**Run 1: sequential cells grouped by signal name**

Scale: 4 px per micron. Other sequential cells in the stronger grey, the rest of the logic in the fainter grey.
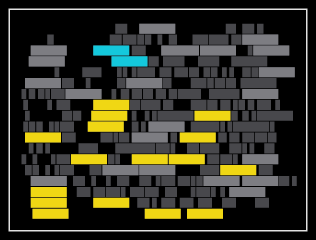
**Run 1: gate families picked out**

Scale: 4 px per micron.
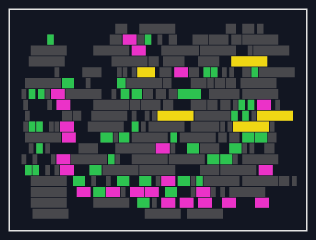
**Run 1: clock nets**

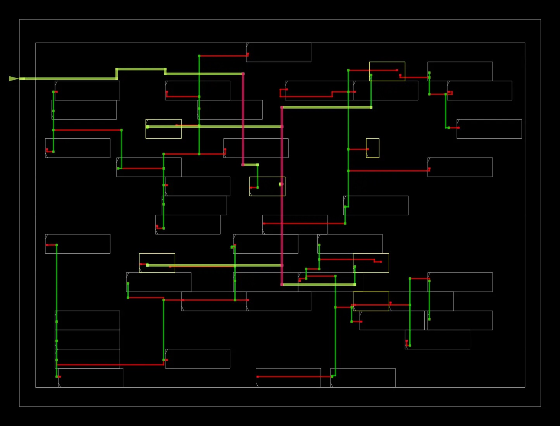
$ cat config.mk
export PLATFORM = sky130hd
export DESIGN_NAME = seq_cmp
export DESIGN_NICKNAME = d
export VERILOG_FILES = /design/src/rtl/seq_cmp.sv
export SDC_FILE = /design/constraint.sdc
export NUM_CORES = 1
export LEC_CHECK = 0
export ABC_AREA = 0
export CAP_MARGIN = 20
export CORE_AREA = 2 2 72 53
export CTS_BUF_LIST = sky130_fd_sc_hd__clkbuf_2 sky130_fd_sc_hd__clkbuf_4 sky130_fd_sc_hd__clkbuf_8
export DETAILED_ROUTE_END_ITERATION = 10
export DIE_AREA = 0 0 74 55
export DONT_BUFFER_PORTS = 1
export GPL_ROUTABILITY_DRIVEN = 0
export PLACE_DENSITY = 0.76
export SYNTH_ARGS = -nofsm -noshare
export SYNTH_HDL_FRONTEND = slang
export SYNTH_SLANG_ARGS = --single-unit
$ cat constraint.sdc
create_clock -name clk -period 1.5 [get_ports clk]
set_input_delay 0.45 -clock clk [delete_from_list [all_inputs] [get_ports clk]]
set_output_delay 0.45 -clock clk [all_outputs]
set_load 0.02 [all_outputs]
$ cat src/rtl/seq_cmp.sv
// Multi-cycle magnitude comparator: walks the operands MSB-first, CHUNK bits per
// cycle, and stops at the first chunk that differs. Signed mode uses offset binary.
module seq_cmp #(
  parameter int WIDTH = 16,
  parameter int CHUNK = 4
) (
  input  logic             clk,
  input  logic             rst,
  input  logic             start,
  input  logic [WIDTH-1:0] a,
  input  logic [WIDTH-1:0] b,
  input  logic             sign,
  output logic             busy,
  output logic             done,
  output logic             gt,
  output logic             eq,
  output logic             lt
);

  localparam int NCHUNK = WIDTH / CHUNK;
  localparam int KW     = (NCHUNK > 1) ? $clog2(NCHUNK) : 1;
  localparam logic [KW-1:0]    LAST     = KW'(NCHUNK - 1);
  localparam logic [WIDTH-1:0] MSB_MASK = WIDTH'(1) << (WIDTH - 1);

  typedef enum logic {IDLE, CMP} state_t;

  state_t           state_q, state_d;
  logic [WIDTH-1:0] a_q, a_d, b_q, b_d;
  logic [KW-1:0]    k_q, k_d;
  logic             done_q, done_d;
  logic             gt_q, gt_d, eq_q, eq_d, lt_q, lt_d;
  logic [CHUNK-1:0] chunkA, chunkB;

  always_ff @(posedge clk or posedge rst) begin
    if (rst) begin
      state_q <= IDLE;
      a_q     <= '0;
      b_q     <= '0;
      k_q     <= '0;
      done_q  <= 1'b0;
      gt_q    <= 1'b0;
      eq_q    <= 1'b0;
      lt_q    <= 1'b0;
    end else begin
      state_q <= state_d;
      a_q     <= a_d;
      b_q     <= b_d;
      k_q     <= k_d;
      done_q  <= done_d;
      gt_q    <= gt_d;
      eq_q    <= eq_d;
      lt_q    <= lt_d;
    end
  end

  // Operands shift left after each equal chunk, so the active chunk is always at the top.
  always_comb begin
    state_d = state_q;
    a_d     = a_q;
    b_d     = b_q;
    k_d     = k_q;
    done_d  = 1'b0;
    gt_d    = gt_q;
    eq_d    = eq_q;
    lt_d    = lt_q;
    chunkA  = a_q[WIDTH-1 -: CHUNK];
    chunkB  = b_q[WIDTH-1 -: CHUNK];
    case (state_q)
      IDLE: begin
        if (start) begin
          a_d     = sign ? (a ^ MSB_MASK) : a;
          b_d     = sign ? (b ^ MSB_MASK) : b;
          k_d     = '0;
          state_d = CMP;
        end
      end
      CMP: begin
        if (chunkA != chunkB) begin
          gt_d    = (chunkA > chunkB);
          lt_d    = (chunkA < chunkB);
          eq_d    = 1'b0;
          done_d  = 1'b1;
          state_d = IDLE;
        end else if (k_q == LAST) begin
          gt_d    = 1'b0;
          lt_d    = 1'b0;
          eq_d    = 1'b1;
          done_d  = 1'b1;
          state_d = IDLE;
        end else begin
          k_d = k_q + 1'b1;
          a_d = a_q << CHUNK;
          b_d = b_q << CHUNK;
        end
      end
      default: state_d = IDLE;
    endcase
  end

  assign busy = (state_q == CMP);
  assign done = done_q;
  assign gt   = gt_q;
  assign eq   = eq_q;
  assign lt   = lt_q;

endmodule

==> metrics.yaml, run 1 <==
grt_pass1_vias: 1364
firstDrtPassIters: 4
outcome: "complete, but fails checks"
violations: "negative setup slack"
synthArstFlopShare_pct: 100
synth-seq-cells: 39
mux_share_pct: 12.0
top_cell: "dfrtp_1"
synth_area_per_cell_sq_um: 10.5
ioPinCount: 41
grt_pass1_wl_microns: 6600
syn_area_sq_mm: 0.00192
ys_chip_area_sq_mm: 0.00192
synth_seq_share_pct: 50.7
dp_hpwl_microns: 2740
setup_violations: 22
p_clk_share_pct: 14.2
xor_share_pct: 0.911
reg2reg_setup_slack_ns: -0.05
layout_top_cells: "38 x dfrtp_1, 23 x mux2i_1, 22 x nor2_1, 22 x nand2_1"
die-area_sq_mm: 0.00407
dpl_cell_area_sq_mm: 0.00205
cpMaxStageDelayCell: "dfrtp_1"
port_buffers: 0
setup_ws_ns: -0.0518
About 'sequential cells grouped by signal name':
cyan -> k_q  # flops 2
yellow -> b_q  # flops 16
not coloured = 21

About 'gate families picked out':
magenta -> mux cells  # cells 23, most used mux2i_1
yellow -> fa/ha/maj cells  # cells 5, most used ha_4, where middle right
green -> aoi and oai cells  # cells 41, most used a21oi_2

About 'clock nets':
clock skew: 0.00185 ns
Num CTS Buffers: 5
clock group power: 0.714 mW

==> run 1: per-layer routing <==
metal  up-vias  global-route usage [%]  share of wire [%]
li1        658                       -                  -
met1       659                    28.8                 43
met2        39                    37.9                 51
met3         7                    7.61                5.4
met4         0                    5.76               0.91
met5         -                       0                  0
==> run 1: final cells by class <==
cell class	instances	share of cell area [%]
inverters	7	1.14
clock buffers	6	3.57
flip-flops and latches	39	42.3
well taps	50	2.71
repair buffers	24	11.1
multi-input cells	127	39.0
clock inverters	1	0.216
==> run 1: sequential cells by signal, summed over array words and instances, names as in the netlist <==
signal and flops:
gt 1, k_q 2, done 1, b_q 16, a_q 16, lt 1
eq 1, busy 1
## Run 2: what changed since run 1
--- a/config.mk
+++ b/config.mk
@@ -14,6 +14,7 @@
 export DONT_BUFFER_PORTS = 1
 export GPL_ROUTABILITY_DRIVEN = 0
 export PLACE_DENSITY = 0.76
+export SKIP_LAST_GASP = 1
 export SYNTH_ARGS = -nofsm -noshare
 export SYNTH_HDL_FRONTEND = slang
 export SYNTH_SLANG_ARGS = --single-unit
**Run 2: sequential cells grouped by signal name**

Scale: 4 px per micron. Other sequential cells in the stronger grey, the rest of the logic in the fainter grey.
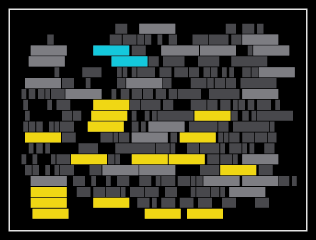
seq pwr: 1.92 mW
sequential cell area: 977 sq um

==> run 2 against run 1 <==
Effect of this change:
- the flow still finishes with violations (negative setup slack)
- non-clock buffer count up 1
- clock skew is essentially flat
- routed wire length barely moved
- design area is 0.32% higher
- global-route usage unchanged
- combinational power about the same
- area after synthesis unchanged
- critical endpoint is now a_q[7]$_DFFE_PP0P_
- largest cell class unchanged
- largest power group unchanged
==> metrics.yaml, run 2 <==
fin_worst_skew_ns: 0.00197  # was 0.00185 ns
synthArstFlopShare_pct: 100  # unchanged
synth_seq_share_pct: 50.7  # unchanged
reg2reg_setup_slack_ns: -0.05  # about the same
top_usage_layer: "met2"  # unchanged
pg_clk_mw: 0.713  # was 0.714 mW
outcome: "complete, but fails checks"  # unchanged
reg_top3: "a_q x16, b_q x16, k_q x2"  # unchanged
p_clk_share_pct: 14.1  # was 14.2%
grt_pass1_wl_microns: 6600  # unchanged
layout_top_cells: "38 x dfrtp_1, 23 x mux2i_1, 22 x nor2_1, 22 x nand2_1, 17 x buf_4"  # was 38 x dfrtp_1, 23 x mux2i_1, 22 x nor2_1, 22 x nand2_1
worstPathRequired_ns: 1.68  # about the same
top_layer: "met4"  # unchanged
dr_wl_met2_microns: 2120  # unchanged
comb-power_mw: 2.42  # was 2.40 mW
firstDrtPassIters: 4  # unchanged
grt_pass1_vias: 1364  # unchanged
synth-seq-cells: 39  # unchanged
die-area_sq_mm: 0.00407  # unchanged
met1_length_microns: 1770  # was 1780 microns
top_cell: "dfrtp_1"  # unchanged
violations: "negative setup slack"  # unchanged
xor_share_pct: 0.911  # unchanged
ioPinCount: 41  # unchanged
dpl_cell_area_sq_mm: 0.00205  # unchanged
finalPower_mw: 5.05  # was 5.04 mW
mux_share_pct: 12.0  # unchanged
port_buffers: 0  # unchanged
reg2reg_to: "a_q[7]$_DFFE_PP0P_"  # was a_q[5]$_DFFE_PP0P_
aoi_share_pct: 15.2  # unchanged
wl_met3_microns: 219  # was 224 microns
ys_chip_area_sq_mm: 0.00192  # unchanged
drv_slew: 0  # unchanged
cts_inserted_buffers: 5  # unchanged
yosys-stat-cells: 183  # unchanged
seqPwrFrac_pct: 37.9  # was 38.2%
grtUsageMet3_pct: 7.61  # unchanged
use_met1_pct: 28.8  # unchanged
logic_family: "AND-OR/OR-AND gates"  # unchanged
crit_family: "flip-flops"  # unchanged
antenna_found_initial: 0  # unchanged
setup_violations: 22  # unchanged
fp_util_pct: 56.5  # unchanged
setup_ws_ns: -0.0471  # was -0.0518 ns
syn_area_sq_mm: 0.00192  # unchanged
synth_area_per_cell_sq_um: 10.5  # unchanged
dp_hpwl_microns: 2740  # unchanged
nNetsFinal: 246  # was 245
tns_ns: -0.637  # was -0.698 ns
-- run 2: timing repair --
action | 4_1_cts | 5_1_grt
setup endpoints to repair | 35 | 38
pin swaps | 3 | 1
gates resized | 10 | 9
cloned | 1 | 1
setup buffers | 7 | 3
-- run 2: cells by family (layout without fill, tap and decap cells) --
kind of cell / after synthesis / count (layout)
xor+xnor: 2 / 2
flops: 39 / 39
mux: 23 / 23
compound gates: 42 / 42
fa+ha+maj: 5 / 5
buf+inv: 17 / 39
simple gates: 55 / 55
-- run 2: cell type report --
type	count	area [sq um]	area share [%]
clock buffers	6	82.6	3.56
clock inverters	1	5.00	0.216
inverters	7	26.3	1.13
multi-input cells	127	902	38.9
flip-flops and latches	39	977	42.1
well taps	50	62.6	2.70
repair buffers	25	264	11.4
## Run 3: what changed since run 2
--- a/config.mk
+++ b/config.mk
@@ -14,6 +14,7 @@
 export DONT_BUFFER_PORTS = 1
 export GPL_ROUTABILITY_DRIVEN = 0
 export PLACE_DENSITY = 0.76
+export RECOVER_POWER = 50
 export SKIP_LAST_GASP = 1
 export SYNTH_ARGS = -nofsm -noshare
 export SYNTH_HDL_FRONTEND = slang
**Run 3: sequential cells grouped by signal name**

Scale: 4 px per micron. Other sequential cells in the stronger grey, the rest of the logic in the fainter grey.
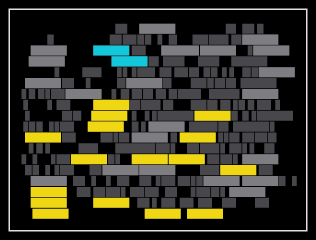
post-layout util: 68.1%
sequential share of cell area: 42.2%

==> run 3 against run 2 <==
Effect of this change:
- the run still ends with negative setup slack left
- sequential power about the same
- clock skew unchanged
- die area unchanged
- hold slack better by 0.12 ns
- routed wire length about the same
- critical path type unchanged
- register-to-register slack about the same
- global-route usage unchanged
- sequential cell count unchanged
==> metrics.yaml, run 3 <==
synth_area_per_cell_sq_um: 10.5  # unchanged
powerSeq_mw: 1.92  # about the same
finalCriticalPeriod_ns: 1.55  # unchanged
reg2reg_to: "a_q[7]$_DFFE_PP0P_"  # unchanged
p_int_mw: 3.13  # was 3.14 mW
dp_hpwl_microns: 2740  # unchanged
antenna_found_initial: 0  # unchanged
clkLatencyLatePin_ns: 0.29  # about the same
layout_top_cells: "38 x dfrtp_1, 23 x mux2i_1, 22 x nor2_1, 22 x nand2_1"  # was 38 x dfrtp_1, 23 x mux2i_1, 22 x nor2_1, 22 x nand2_1, 17 x buf_4
synth_seq_share_pct: 50.7  # unchanged
reg_top3: "a_q x16, b_q x16, k_q x2"  # unchanged
syn_area_sq_mm: 0.00192  # unchanged
fp_util_pct: 56.5  # unchanged
synth_nets: 224  # unchanged
synth-seq-cells: 39  # unchanged
grt_pass1_wl_microns: 6600  # unchanged
cts_resized: 10  # unchanged
drv_slew: 0  # unchanged
drc: 0  # unchanged
avgRoutedWirePerCell_microns: 16.3  # about the same
ioPinCount: 41  # unchanged
comb-power_mw: 2.42  # about the same
nNetsFinal: 246  # unchanged
grt.total_usage_pct: 22.7  # unchanged
setup_violations: 22  # unchanged
cpMaxStageDelayCell: "dfrtp_1"  # unchanged
violations: "negative setup slack"  # unchanged
yosys-stat-cells: 183  # unchanged
outcome: "complete, but fails checks"  # unchanged
worstPathRequired_ns: 1.68  # about the same
grt_pass1_vias: 1364  # unchanged
postCtsSetupBuffers: 7  # unchanged
fin_worst_skew_ns: 0.00197  # unchanged
seqPwrFrac_pct: 37.9  # about the same
synthArstFlopShare_pct: 100  # unchanged
tns_ns: -0.637  # about the same
dpl_cell_area_sq_mm: 0.00205  # unchanged
reg2reg_setup_slack_ns: -0.05  # about the same
port_buffers: 0  # unchanged
pg_clk_mw: 0.713  # about the same
setup_ws_ns: -0.0471  # unchanged
diodes: 0  # unchanged
crit_family: "flip-flops"  # unchanged
firstDrtPassIters: 4  # unchanged
-- run 3: routing by layer --
| layer | track usage (%) | part of all wire, % |
|---|---|---|
| met5 | 0 | 0 |
| met4 | 5.76 | 1.3 |
| met3 | 7.61 | 5.3 |
| met2 | 37.9 | 51 |
| met1 | 28.8 | 42 |
-- run 3: area by class of cell --
type | instances | area, sq um
tap | 50 | 62.6
inverter | 7 | 26.3
fill | 280 | 1080
clock buffer | 6 | 82.6
sequential | 39 | 977
multi-input combinational | 127 | 902
clock inverter | 1 | 5.00
timing repair buffer | 25 | 262
-- run 3: logic make-up after synthesis --
family                   synth area share, %
AND-OR/OR-AND                           15.2
XOR/XNOR                               0.911
adder cells (fa/ha/maj)                 3.25
buffers and inverters                   5.46
flip-flops                              50.7
multiplexers                            12.0
AND/OR/NAND/NOR                         12.4
Power is estimated from default activity; no workload was simulated.
